<file path="config.mk">
export PLATFORM = sky130hd
export DESIGN_NAME = mr_car_sensor
export DESIGN_NICKNAME = d
export VERILOG_FILES = /design/src/rtl/tlc_pkg.sv /design/src/rtl/loop_debounce.sv /design/src/rtl/mr_car_sensor.sv
export SDC_FILE = /design/constraint.sdc
export NUM_CORES = 1
export LEC_CHECK = 0
export ABC_AREA = 0
export CORE_MARGIN = 2
export CORE_UTILIZATION = 25
export DETAILED_ROUTE_END_ITERATION = 8
export PLACE_DENSITY = 0.54
export SYNTH_ARGS = -nofsm -noshare
export SYNTH_HDL_FRONTEND = slang
export SYNTH_HIERARCHICAL = 1
export SYNTH_SLANG_ARGS = --single-unit
</file>
<file path="constraint.sdc">
create_clock -name clk -period 2.6 [get_ports clk]
set_input_delay 0.39 -clock clk [delete_from_list [all_inputs] [get_ports clk]]
set_output_delay 0.39 -clock clk [all_outputs]
set_load 0.01 [all_outputs]
</file>
<file path="src/rtl/tlc_pkg.sv">
// Shared definitions for the smart traffic light controller and its road-side sensors.
package tlc_pkg;

  localparam logic [1:0] TL_RED = 2'b00;
  localparam logic [1:0] TL_YEL = 2'b01;
  localparam logic [1:0] TL_GRN = 2'b10;

  localparam int CNT_W_DEF = 8;

  typedef enum logic [1:0] {
    DB_IDLE,
    DB_RISE_CHK,
    DB_OCCUPIED,
    DB_FALL_CHK
  } db_state_t;

  // The illegal code 2'b11 falls through as non-green.
  function automatic logic is_green(input logic [1:0] ctl);
    return ctl == TL_GRN;
  endfunction

endpackage

</file>
<file path="src/rtl/loop_debounce.sv">
// Loop detector front end: 2-flop synchroniser plus a debounce FSM that strobes arrive
// once per vehicle after the loop has read occupied for DEBOUNCE consecutive checks.
module loop_debounce
  import tlc_pkg::*;
#(
  parameter int DEBOUNCE = 4
) (
  input  logic clk,
  input  logic rst,
  input  logic loop_in,
  output logic arrive
);

  localparam int CW = (DEBOUNCE > 1) ? $clog2(DEBOUNCE) : 1;
  localparam logic [CW-1:0] CNT_LAST = CW'(DEBOUNCE - 1);

  logic [1:0]    sync_q;
  logic          loop_s;
  db_state_t     state;
  logic [CW-1:0] cnt;

  always_ff @(posedge clk or posedge rst) begin
    if (rst) sync_q <= 2'b00;
    else     sync_q <= {sync_q[0], loop_in};
  end

  assign loop_s = sync_q[1];

  // Decoded in the cycle the FSM commits to OCCUPIED, so the top can register the
  // strobe and the count together on that same edge.
  assign arrive = (state == DB_RISE_CHK) && loop_s && (cnt == CNT_LAST);

  always_ff @(posedge clk or posedge rst) begin
    if (rst) begin
      state <= DB_IDLE;
      cnt   <= '0;
    end else begin
      unique case (state)
        DB_IDLE: begin
          if (loop_s) begin
            state <= DB_RISE_CHK;
            cnt   <= '0;
          end
        end
        DB_RISE_CHK: begin
          if (!loop_s) begin
            state <= DB_IDLE;
          end else if (cnt == CNT_LAST) begin
            state <= DB_OCCUPIED;
          end else begin
            cnt <= cnt + 1'b1;
          end
        end
        DB_OCCUPIED: begin
          if (!loop_s) begin
            state <= DB_FALL_CHK;
            cnt   <= '0;
          end
        end
        DB_FALL_CHK: begin
          if (loop_s) begin
            state <= DB_OCCUPIED;
          end else if (cnt == CNT_LAST) begin
            state <= DB_IDLE;
          end else begin
            cnt <= cnt + 1'b1;
          end
        end
        default: begin
          state <= DB_IDLE;
          cnt   <= '0;
        end
      endcase
    end
  end

endmodule

</file>
<file path="src/rtl/mr_car_sensor.sv">
// Main-road car counter: debounced arrivals increment MR_cars, green retires one car
// every DEPART_CYCLES clocks; count saturates and flags a sticky overflow.
module mr_car_sensor
  import tlc_pkg::*;
#(
  parameter int DEBOUNCE      = 4,
  parameter int DEPART_CYCLES = 3,
  parameter int CNT_W         = CNT_W_DEF
) (
  input  logic             clk,
  input  logic             rst,
  input  logic             loop_in,
  input  logic [1:0]       MR_ctl,
  output logic [CNT_W-1:0] MR_cars,
  output logic             car_pulse,
  output logic             overflow
);

  localparam int DW = (DEPART_CYCLES > 1) ? $clog2(DEPART_CYCLES) : 1;
  localparam logic [DW-1:0]    DEP_LAST = DW'(DEPART_CYCLES - 1);
  localparam logic [CNT_W-1:0] CNT_MAX  = {CNT_W{1'b1}};

  logic          arrive;
  logic          run;
  logic          depart;
  logic [DW-1:0] dep_t;

  loop_debounce #(.DEBOUNCE(DEBOUNCE)) u_debounce (
    .clk     (clk),
    .rst     (rst),
    .loop_in (loop_in),
    .arrive  (arrive)
  );

  // Timer only advances while there is a car to let go, so depart never hits zero.
  assign run    = is_green(MR_ctl) && (MR_cars != '0);
  assign depart = run && (dep_t == DEP_LAST);

  always_ff @(posedge clk or posedge rst) begin
    if (rst) begin
      dep_t     <= '0;
      MR_cars   <= '0;
      car_pulse <= 1'b0;
      overflow  <= 1'b0;
    end else begin
      car_pulse <= arrive;

      if (!run || depart) dep_t <= '0;
      else                dep_t <= dep_t + 1'b1;

      unique case ({arrive, depart})
        2'b10: begin
          if (MR_cars == CNT_MAX) overflow <= 1'b1;
          else                    MR_cars  <= MR_cars + 1'b1;
        end
        2'b01:   MR_cars <= MR_cars - 1'b1;
        default: MR_cars <= MR_cars;
      endcase
    end
  end

endmodule
</file>
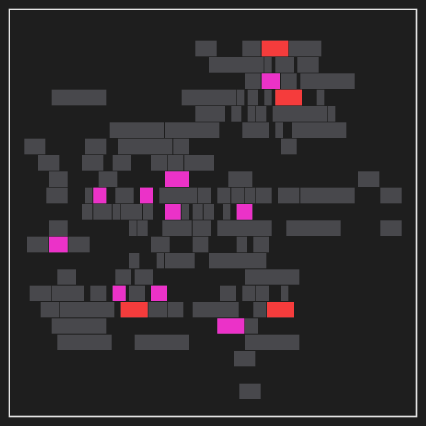
(run_1/gate_families.png)
Drawn at 6 px/um.
adder and majority cells -> red  # cells 4, most used ha_1
AND and OR gates -> magenta  # cells 10, most used and3_1
fraction of area in multi-input gates: 40.3%
Commonest Layout Cell: dfrtp_1
fin cells: 170

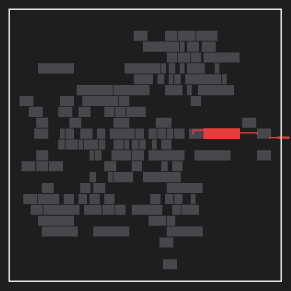
(run_1/port_nets.png)
Drawn at 4 px/um.
overflow -> red  # bits 1, direction output, edge right, end cells 1, buffers 1, wire 19.8 um

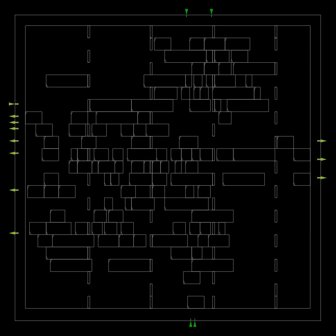
(run_1/final_placement.png)
core area: 3940 um2
sequential cells: 18
number of tap cells inserted: 50

-- run 1: area by class of cell --
cell class                      count  area, um2  area share, %
Multi-Input combinational cell     68        552           40.3
Tap cell                           50       62.6           4.57
Inverter                            3       11.3          0.823
Sequential cell                    18        450           32.9
Clock buffer                        4       55.1           4.02
Timing Repair Buffer               27        238           17.4
-- run 1: kinds of logic (layout without fill, tap and decap cells) --
logic type	count (synthesis)	count (layout)	share of synthesized area (%)
mux	5	5	6.06
flops	18	18	44.5
simple gates	33	33	19.3
xor+xnor	8	8	6.92
compound gates	18	18	15.9
fa+ha+maj	4	4	4.94
buf+inv	6	34	2.35
-- run 1: registers in the layout, summed over array words and instances, names as in the netlist, named ones only --
register           count
MR_cars                8
u_debounce/cnt         2
u_debounce/sync_q      2
overflow               1
car_pulse              1
u_debounce/state       1
dep_t                  2
==> impl_metrics.yaml, run 1 <==
# implementation run metrics
status:
  status: "completed"
job:
  maxCapViolations: 0
  warnings: 27
die:
  fp_util_pct: 25.7
  die_y_um: 67.6
yosys:
  synth_nets: 101
  top_cell_area_share_pct: 44.5
  synth.cells.most_frequent: "dfrtp_1 (18), nand2_1 (6), xnor2_1 (6)"
critical_path:
  cpLargestDelayFamily: "simple AND/OR/NAND/NOR gates"
  slowest_stage: "or4_4"
  rrSetupSlack_ns: 0.15
global_routing:
  first_global_vias: 805
  top_usage_layer: "met2"
route:
  drt_iter0_drc: 64
  routed.top_layer: "met4"
final_layout:
  layout_top_cells: "dfrtp_1 (18), clkdlybuf4s50_1 (14), buf_4 (13)"
  fill_cells: 381
sta:
  hold_viol_final: 0
  max_freq_mhz: 409
  setup_ws_ns: 0.154
pwr:
  p_switching_uw: 323
cts:
  cts_sinks: 18
==> inputs of run 2 (changes only) <==
--- a/config.mk
+++ b/config.mk
@@ -9,7 +9,6 @@
 export CORE_MARGIN = 2
 export CORE_UTILIZATION = 25
 export DETAILED_ROUTE_END_ITERATION = 8
-export PLACE_DENSITY = 0.54
 export SYNTH_ARGS = -nofsm -noshare
 export SYNTH_HDL_FRONTEND = slang
 export SYNTH_HIERARCHICAL = 1
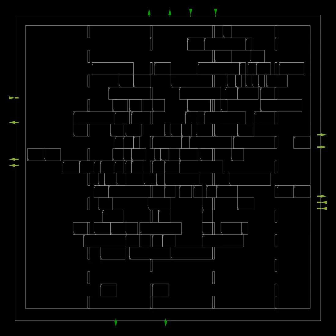
(run_2/final_placement.png)
Seq area share: 33.6%
final core utilization: 34.0%
Row Count: 23

==> impl_metrics.yaml, run 2 <==
# implementation run metrics
final_layout:
  largest_reg_flops: 8
  fin_cells: 167
  mostFrequentLayoutCell: "dfrtp_1"
  regMostFlops: "MR_cars"
critical_path:
  end_kind: "flip-flop"
  cpLargestDelayFamily: "simple AND/OR/NAND/NOR gates"
route:
  drt_iter0_drc: 60
  routed.top_layer: "met4"
  vias: 803
cts:
  cts_sinks: 18
yosys:
  synth.cells.most_frequent: "dfrtp_1 (18), nand2_1 (6), xnor2_1 (6)"
  top_cell_area_share_pct: 44.5
  synth_nets: 101
  yosysTopAreaCell: "dfrtp_1"
  yosys_most_used_dff: "dfrtp_1"
die:
  coreArea_um2: 3940
  die_y_um: 67.6
job:
  maxCapViolations: 0
  warnings: 27
sta:
  hold_viol_final: 0
  max_freq_mhz: 408
  setup_ws_ns: 0.148
pwr:
  clock_net_power_uw: 194
  vdd_drop_max_mv: 0.176
global_routing:
  first_global_vias: 820
  top_usage_layer: "met2"
status:
  status: "completed"
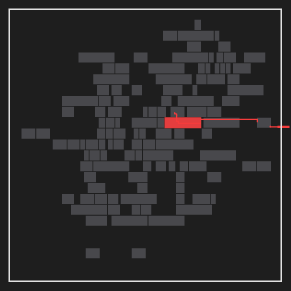
(run_2/port_nets.png)
Drawn at 4 px/um.
I/O pins: 15
number of I/O port buffers: 14

==> run 2: cell types whose count changed in the layout (fill, tap and decap cells not counted), sizes merged <==
cell,change
buf,-2
clkbuf,-1
==> run 2: what timing repair did <==
| item | in CTS | in global routing |
|---|---|---|
| hold buffers | 0 | 0 |
| resized | 0 | 1 |
| hold endpoints to repair | 0 | 0 |
| endpoints found under the setup margin | 0 | 3 |
==> run 2: cells by family after synthesis <==
kind of cell / synth area share [%]
compound gates: 15.9
xor+xnor: 6.92
fa+ha+maj: 4.94
buf+inv: 2.35
flops: 44.5
mux: 6.06
simple gates: 19.3
==> run 2: area by class of cell <==
type / instances / area, um2
timing repair buffer: 25 / 223
tap: 50 / 62.6
multi-input combinational: 68 / 552
inverter: 3 / 11.3
fill: 388 / 2600
sequential: 18 / 450
clock buffer: 3 / 41.3
==> inputs of run 3 (changes only) <==
--- a/config.mk
+++ b/config.mk
@@ -8,6 +8,7 @@
 export ABC_AREA = 0
 export CORE_MARGIN = 2
 export CORE_UTILIZATION = 25
+export CTS_BUF_LIST = sky130_fd_sc_hd__clkbuf_4 sky130_fd_sc_hd__clkbuf_8 sky130_fd_sc_hd__clkbuf_16
 export DETAILED_ROUTE_END_ITERATION = 8
 export SYNTH_ARGS = -nofsm -noshare
 export SYNTH_HDL_FRONTEND = slang
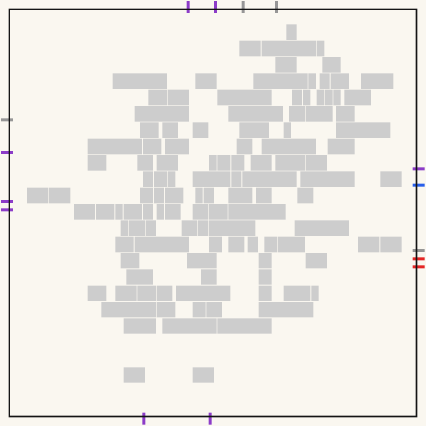
(run_3/pins.png)
Drawn at 6 px/um. Pins as bars across the die edge, other pins in gray.
MR_ctl -> red  # pins 2, direction input, edge right
MR_cars -> purple  # pins 8, direction output, edge 3 left, 2 bottom, 2 top, 1 right
overflow -> blue  # pins 1, direction output, edge right
all pins by edge = 5 right, 4 left, 4 top, 2 bottom
Die Y: 67.6 um
chip width: 67.6 um

==> impl_metrics.yaml, run 3 <==
# implementation run metrics
placed_design:
  io_buffers: 14
final_layout:
  largest_reg_flops: 8
  regMostFlops: "MR_cars"
  final_util_pct: 34.0
  register_area_um2: 450
  mostFrequentLayoutCell: "dfrtp_1"
status:
  status: "completed"
die:
  core.rowCount: 23
sta:
  hold_viol_final: 0
  max_freq_mhz: 408
yosys:
  ys_top_logic_family: "simple AND/OR/NAND/NOR gates"
  ys_sh_adder_pct: 4.94
  top_cell_area_share_pct: 44.5
  mux_share_pct: 6.06
  synth_nets: 101
  synth.cells.most_frequent: "dfrtp_1 (18), nand2_1 (6), xnor2_1 (6)"
  ys_sh_simple_pct: 19.3
  yosys_most_used_dff: "dfrtp_1"
  yosysTopAreaCell: "dfrtp_1"
cts:
  cts_resized: 0
  tritoncts: "yes"
  cts_hold_buf: 0
  cts_sinks: 18
job:
  warnings: 27
  maxCapViolations: 0
critical_path:
  rrSetupSlack_ns: 0.15
  end_kind: "flip-flop"
  cpLargestDelayFamily: "simple AND/OR/NAND/NOR gates"
global_routing:
  antenna_found_initial: 0
  first_global_vias: 820
route:
  drt_iter0_drc: 60
  vias: 803
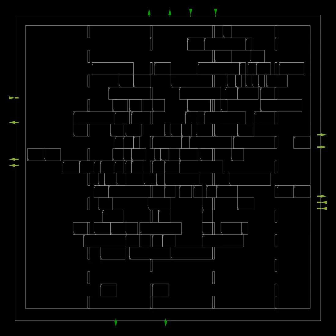
(run_3/final_placement.png)
fin cells: 167
Fill cells: 388

[run 3: cell counts in the layout (fill, tap and decap cells not counted)]
Identical to the previous run, type by type.
[run 3: cell type report]
cell class | instances | area share (%)
clock buffer | 3 | 3.08
inverter | 3 | 0.840
multi-input combinational | 68 | 41.2
sequential | 18 | 33.6
tap | 50 | 4.67
timing repair buffer | 25 | 16.6
[run 3: routing by layer]
metal | wire length (um) | track usage, % | vias to the layer above | part of all wire (%)
li1 | - | - | 394 | -
met4 | 14 | 4.34 | 0 | 0.63
met5 | 0 | 0 | - | 0
met2 | 1090 | 17.8 | 18 | 49
met3 | 130 | 4.33 | 2 | 5.8
met1 | 994 | 13.7 | 389 | 45

## Gallery

Sizing map.
Drawn at 6 px/um.
panel A
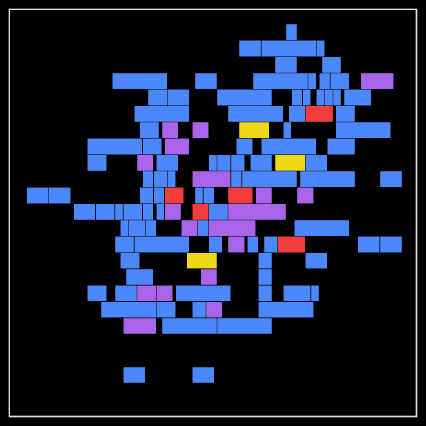
panel B
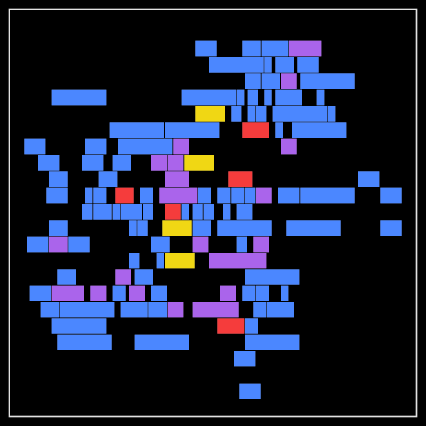
panel A -> run 3
panel B -> run 1

Key to panel B:
drive 3 to 4 -> purple  # cells 20, share 17%
drive 2 -> red  # cells 5, share 4.2%
drive 1 or less -> blue  # cells 91, share 76%
drive 6 and up -> yellow  # cells 4, share 3.3%

Power is estimated from default activity; no workload was simulated.
